Power grid:
Bar = 20 um. Pins as bars on the die edge. Tap cells in grey.
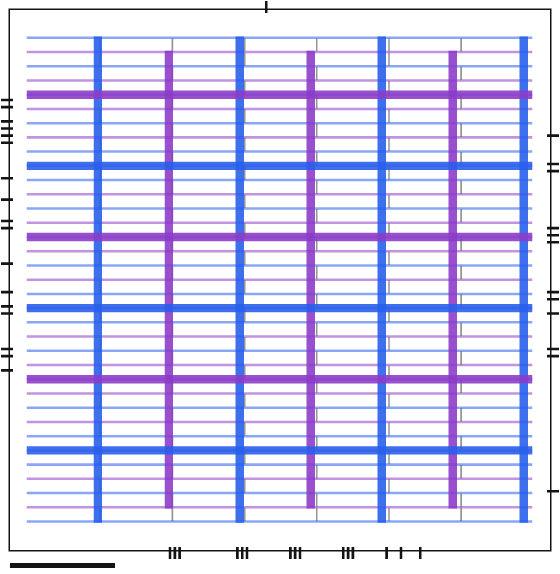
Cell classes on the final placement:
Bar = 20 um.
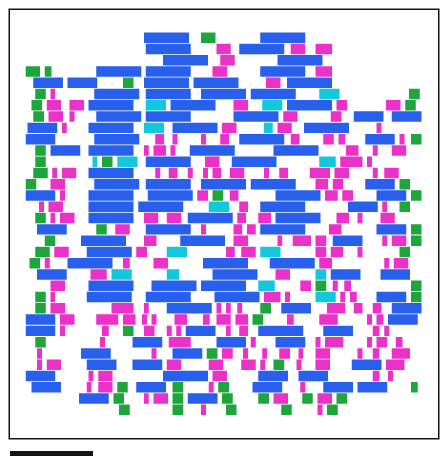
`src/rtl/ce_window_gen.sv`:
```
// ce_window_gen: streaming KERNELxKERNEL sliding-window generator for the CE
// convolution engine. Pixels arrive in raster order, one per enabled cycle.
// KERNEL-1 line buffers hold the previous rows. Every fully populated window is
// emitted on data2conv with a one-cycle en_out pulse.
module ce_window_gen #(
    parameter int CL_IN  = 1,
    parameter int KERNEL = 3,
    parameter int N      = 4,
    parameter int IMG_W  = 8,
    parameter int IMG_H  = 8
) (
    input  logic                               clk,
    input  logic                               rst,
    input  logic [CL_IN*N-1:0]                 pix_in,
    input  logic                               pix_en,
    output logic [CL_IN*KERNEL*KERNEL*N-1:0]   data2conv,
    output logic                               en_out,
    output logic                               frame_end
);

    localparam int K2    = KERNEL * KERNEL;
    localparam int WIN_W = CL_IN * K2 * N;
    localparam int PIX_W = CL_IN * N;
    localparam int CW    = (IMG_W > 1) ? $clog2(IMG_W) : 1;
    localparam int RW    = (IMG_H > 1) ? $clog2(IMG_H) : 1;
    localparam int LB    = (KERNEL > 1) ? KERNEL - 1 : 1;

    localparam logic [CW-1:0] COL_LAST = CW'(IMG_W - 1);
    localparam logic [RW-1:0] ROW_LAST = RW'(IMG_H - 1);
    localparam logic [CW-1:0] COL_MIN  = CW'(KERNEL - 1);
    localparam logic [RW-1:0] ROW_MIN  = RW'(KERNEL - 1);

    logic [CW-1:0]    col_q, col_d;
    logic [RW-1:0]    row_q, row_d;
    logic [WIN_W-1:0] win_q, win_d;
    logic             en_q, en_d;
    logic             fe_q, fe_d;

    // new_col[r] is the pixel that enters window row r at the current column;
    // the bottom row takes the live pixel, the others come from the line buffers.
    logic [PIX_W-1:0] new_col [KERNEL];
    logic [PIX_W-1:0] line_buf_q [LB][IMG_W];

    // Gather the incoming window column from the line buffers and the live pixel.
    always_comb begin
        for (int r = 0; r < KERNEL; r++) begin
            new_col[r] = pix_in;
        end
        for (int r = 0; r < KERNEL - 1; r++) begin
            new_col[r] = line_buf_q[r][col_q];
        end
    end

    // Raster position tracking and window-valid / frame-end decode for each accepted pixel.
    always_comb begin
        col_d = col_q;
        row_d = row_q;
        en_d  = 1'b0;
        fe_d  = 1'b0;
        if (pix_en) begin
            en_d = (row_q >= ROW_MIN) && (col_q >= COL_MIN);
            fe_d = en_d && (row_q == ROW_LAST) && (col_q == COL_LAST);
            if (col_q == COL_LAST) begin
                col_d = '0;
                row_d = (row_q == ROW_LAST) ? '0 : row_q + 1'b1;
            end else begin
                col_d = col_q + 1'b1;
            end
        end
    end

    // Shift every window row left by one column and append the new column on the right.
    always_comb begin
        win_d = win_q;
        if (pix_en) begin
            for (int c = 0; c < CL_IN; c++) begin
                for (int r = 0; r < KERNEL; r++) begin
                    for (int k = 0; k < KERNEL; k++) begin
                        if (k < KERNEL - 1) begin
                            win_d[(c*K2 + r*KERNEL + k)*N +: N] =
                                win_q[(c*K2 + r*KERNEL + k + 1)*N +: N];
                        end else begin
                            win_d[(c*K2 + r*KERNEL + k)*N +: N] = new_col[r][c*N +: N];
                        end
                    end
                end
            end
        end
    end

    // State registers; a reset drops any pending output and restarts at row 0, col 0.
    always_ff @(posedge clk) begin
        if (rst) begin
            col_q <= '0;
            row_q <= '0;
            win_q <= '0;
            en_q  <= 1'b0;
            fe_q  <= 1'b0;
        end else begin
            col_q <= col_d;
            row_q <= row_d;
            win_q <= win_d;
            en_q  <= en_d;
            fe_q  <= fe_d;
        end
    end

    generate
        if (KERNEL > 1) begin : g_line_buf
            // Line buffers are plain RAM; each row ages by one buffer per accepted pixel.
            always_ff @(posedge clk) begin
                if (!rst && pix_en) begin
                    for (int j = 0; j < KERNEL - 1; j++) begin
                        line_buf_q[j][col_q] <= new_col[j+1];
                    end
                end
            end
        end
    endgenerate

    assign data2conv = win_q;
    assign en_out    = en_q;
    assign frame_end = fe_q;

endmodule
```
`config.mk`:
```
export PLATFORM = sky130hd
export DESIGN_NAME = ce_window_gen
export DESIGN_NICKNAME = d
export VERILOG_FILES = /design/src/rtl/ce_window_gen.sv
export SDC_FILE = /design/constraint.sdc
export NUM_CORES = 1
export LEC_CHECK = 0
export CELL_PAD_IN_SITES_DETAIL_PLACEMENT = 1
export CELL_PAD_IN_SITES_GLOBAL_PLACEMENT = 1
export CORE_MARGIN = 3
export CORE_UTILIZATION = 45
export CTS_BUF_LIST = sky130_fd_sc_hd__clkbuf_8
export DETAILED_ROUTE_END_ITERATION = 10
export PLACE_DENSITY = 0.73
export REMOVE_ABC_BUFFERS = 1
export SLEW_MARGIN = 10
export SYNTH_ARGS = -nofsm -noshare
export SYNTH_HDL_FRONTEND = slang
export SYNTH_SLANG_ARGS = --single-unit
```
`constraint.sdc`:
```
create_clock -name clk -period 3.8 [get_ports clk]
set_input_delay 1.14 -clock clk [delete_from_list [all_inputs] [get_ports clk]]
set_output_delay 1.14 -clock clk [all_outputs]
set_load 0.1 [all_outputs]
```
==> ci_impl_report.md <==
## Synthesis and layout report

| Metric | Value |
|---|---|
| Layout overhead on the synthesized area | 13.5% |
| Post-route fraction of the period consumed by the critical path | 0.652 |
| Number of max-capacitance violations reported | 0 |
| Routed WL per cell | 19.9 um |
| Setup-violating endpoint count in the final report | 0 |
| Core utilization at floorplan | 0.476 |
| Cell total in the yosys stat output | 310 |
| Worst slew margin relative to its limit | 0.333 |
| Result of the run | completed |
| Total Routed Length | 9330 um |
| Yosys stat area | 0.00425 mm2 |
| Mapped Area | 0.00425 mm2 |
| Dominant cells by area after synthesis | sky130_fd_sc_hd__edfxtp_1 45%, sky130_fd_sc_hd__dfxtp_1 21%, sky130_fd_sc_hd__mux2i_1 11% |
| Clk Latency, worst-skew pair | 0.36 ns |
| Clock-pin slew reported for the worst setup and hold paths after clock tree synthesis | 0.10 ns |
| Clk buf depth | 2 |
| Data required time of the worst path | slightly above 4 ns |
| Largest net degree at the start of global routing | 29 |
| Most frequently used cell type in the post-synthesis netlist | sky130_fd_sc_hd__edfxtp_1 |
| Maximum vdd ir drop | about 0.22 mV |
Notes on 'power grid' above:
[VSS] blue
[VDD] purple
tap cells: 108
met5 straps: 6
met1 rails: 35
signal pins: 45
vertical die size: 103 um
Floorplan Core Area: 0.00893 mm2

Notes on 'cell classes on the final placement' above:
[combinational and other logic] magenta | cells: 183 | share of their area: 28%
[clock drivers and dummy loads] cyan | cells: 16 | share of their area: 4.0%
[remaining buffers and delay cells] green | cells: 53 | share of their area: 8.6%
[sequential cells] blue | cells: 108 | share of their area: 60%
number of placement rows: 34
final design area excluding fillers: 0.00483 mm2
core utilization of the finished layout: 0.540
fraction of area in registers: 0.580

cell families (layout without fill, tap and decap cells):
logic type                 Yosys count  after routing  share of synthesized area
DFF                                108            108                      0.659
and+or+nand+nor                     87             87                     0.0976
muxes                               50             50                      0.120
AOI/OAI and AO/OA                   38             38                     0.0712
buffers and inverters               22             72                     0.0379
adders and majority gates            5              5                     0.0147
registers in the layout, summed over array words and instances (netlist names):
| name | cells |
|---|---|
| col_q | 3 |
| data2conv | 36 |
| en_out | 1 |
| frame_end | 1 |
| line_buf_q | 64 |
| row_q | 3 |
path summary, 6_finish.rpt:
path,endpoint,slack (ns),cells past startpoint
setup / recovery,data2conv[23],1.32,5
hold reg to reg,row_q[2],0.50,2
setup reg to reg,data2conv[23],1.32,5
hold / removal,row_q[2],0.50,2
layout make-up:
class	count	area, um2
clock buffers	10	138
repair buffers	53	403
fillers	907	4110
multi-input cells	180	1290
inverters	3	11.3
clock inverters	6	48.8
well taps	108	135
flip-flops and latches	108	2800
through the flow:
step	cells	util	instance area, um2	hold slack (ns)
2_1_floorplan	291	-	4100	0.448
3_3_place_gp	452	0.520	4640	0.475
3_5_place_dp	452	0.520	4640	0.482
4_1_cts	468	0.540	4830	0.499
5_1_grt	468	0.540	4830	0.535
6_report	468	0.540	4830	0.497
routing by layer:
metal  vias up  wire [um]  track usage
met3         6        554       0.0416
met5         -          0            0
met2        89       4720        0.319
met1      1296       3980        0.247
met4         0         63       0.0418
li1       1230          -            -
critical path, cell delays in order, from the launching register on:
cell and delay [ns]:
sky130_fd_sc_hd__dfxtp_1 0.78, sky130_fd_sc_hd__buf_4 0.34, sky130_fd_sc_hd__mux2i_1 0.26, sky130_fd_sc_hd__o32a_1 0.20
sky130_fd_sc_hd__o221ai_1 0.45, sky130_fd_sc_hd__o21a_1 0.34
Power and IR drop assume default switching activity.
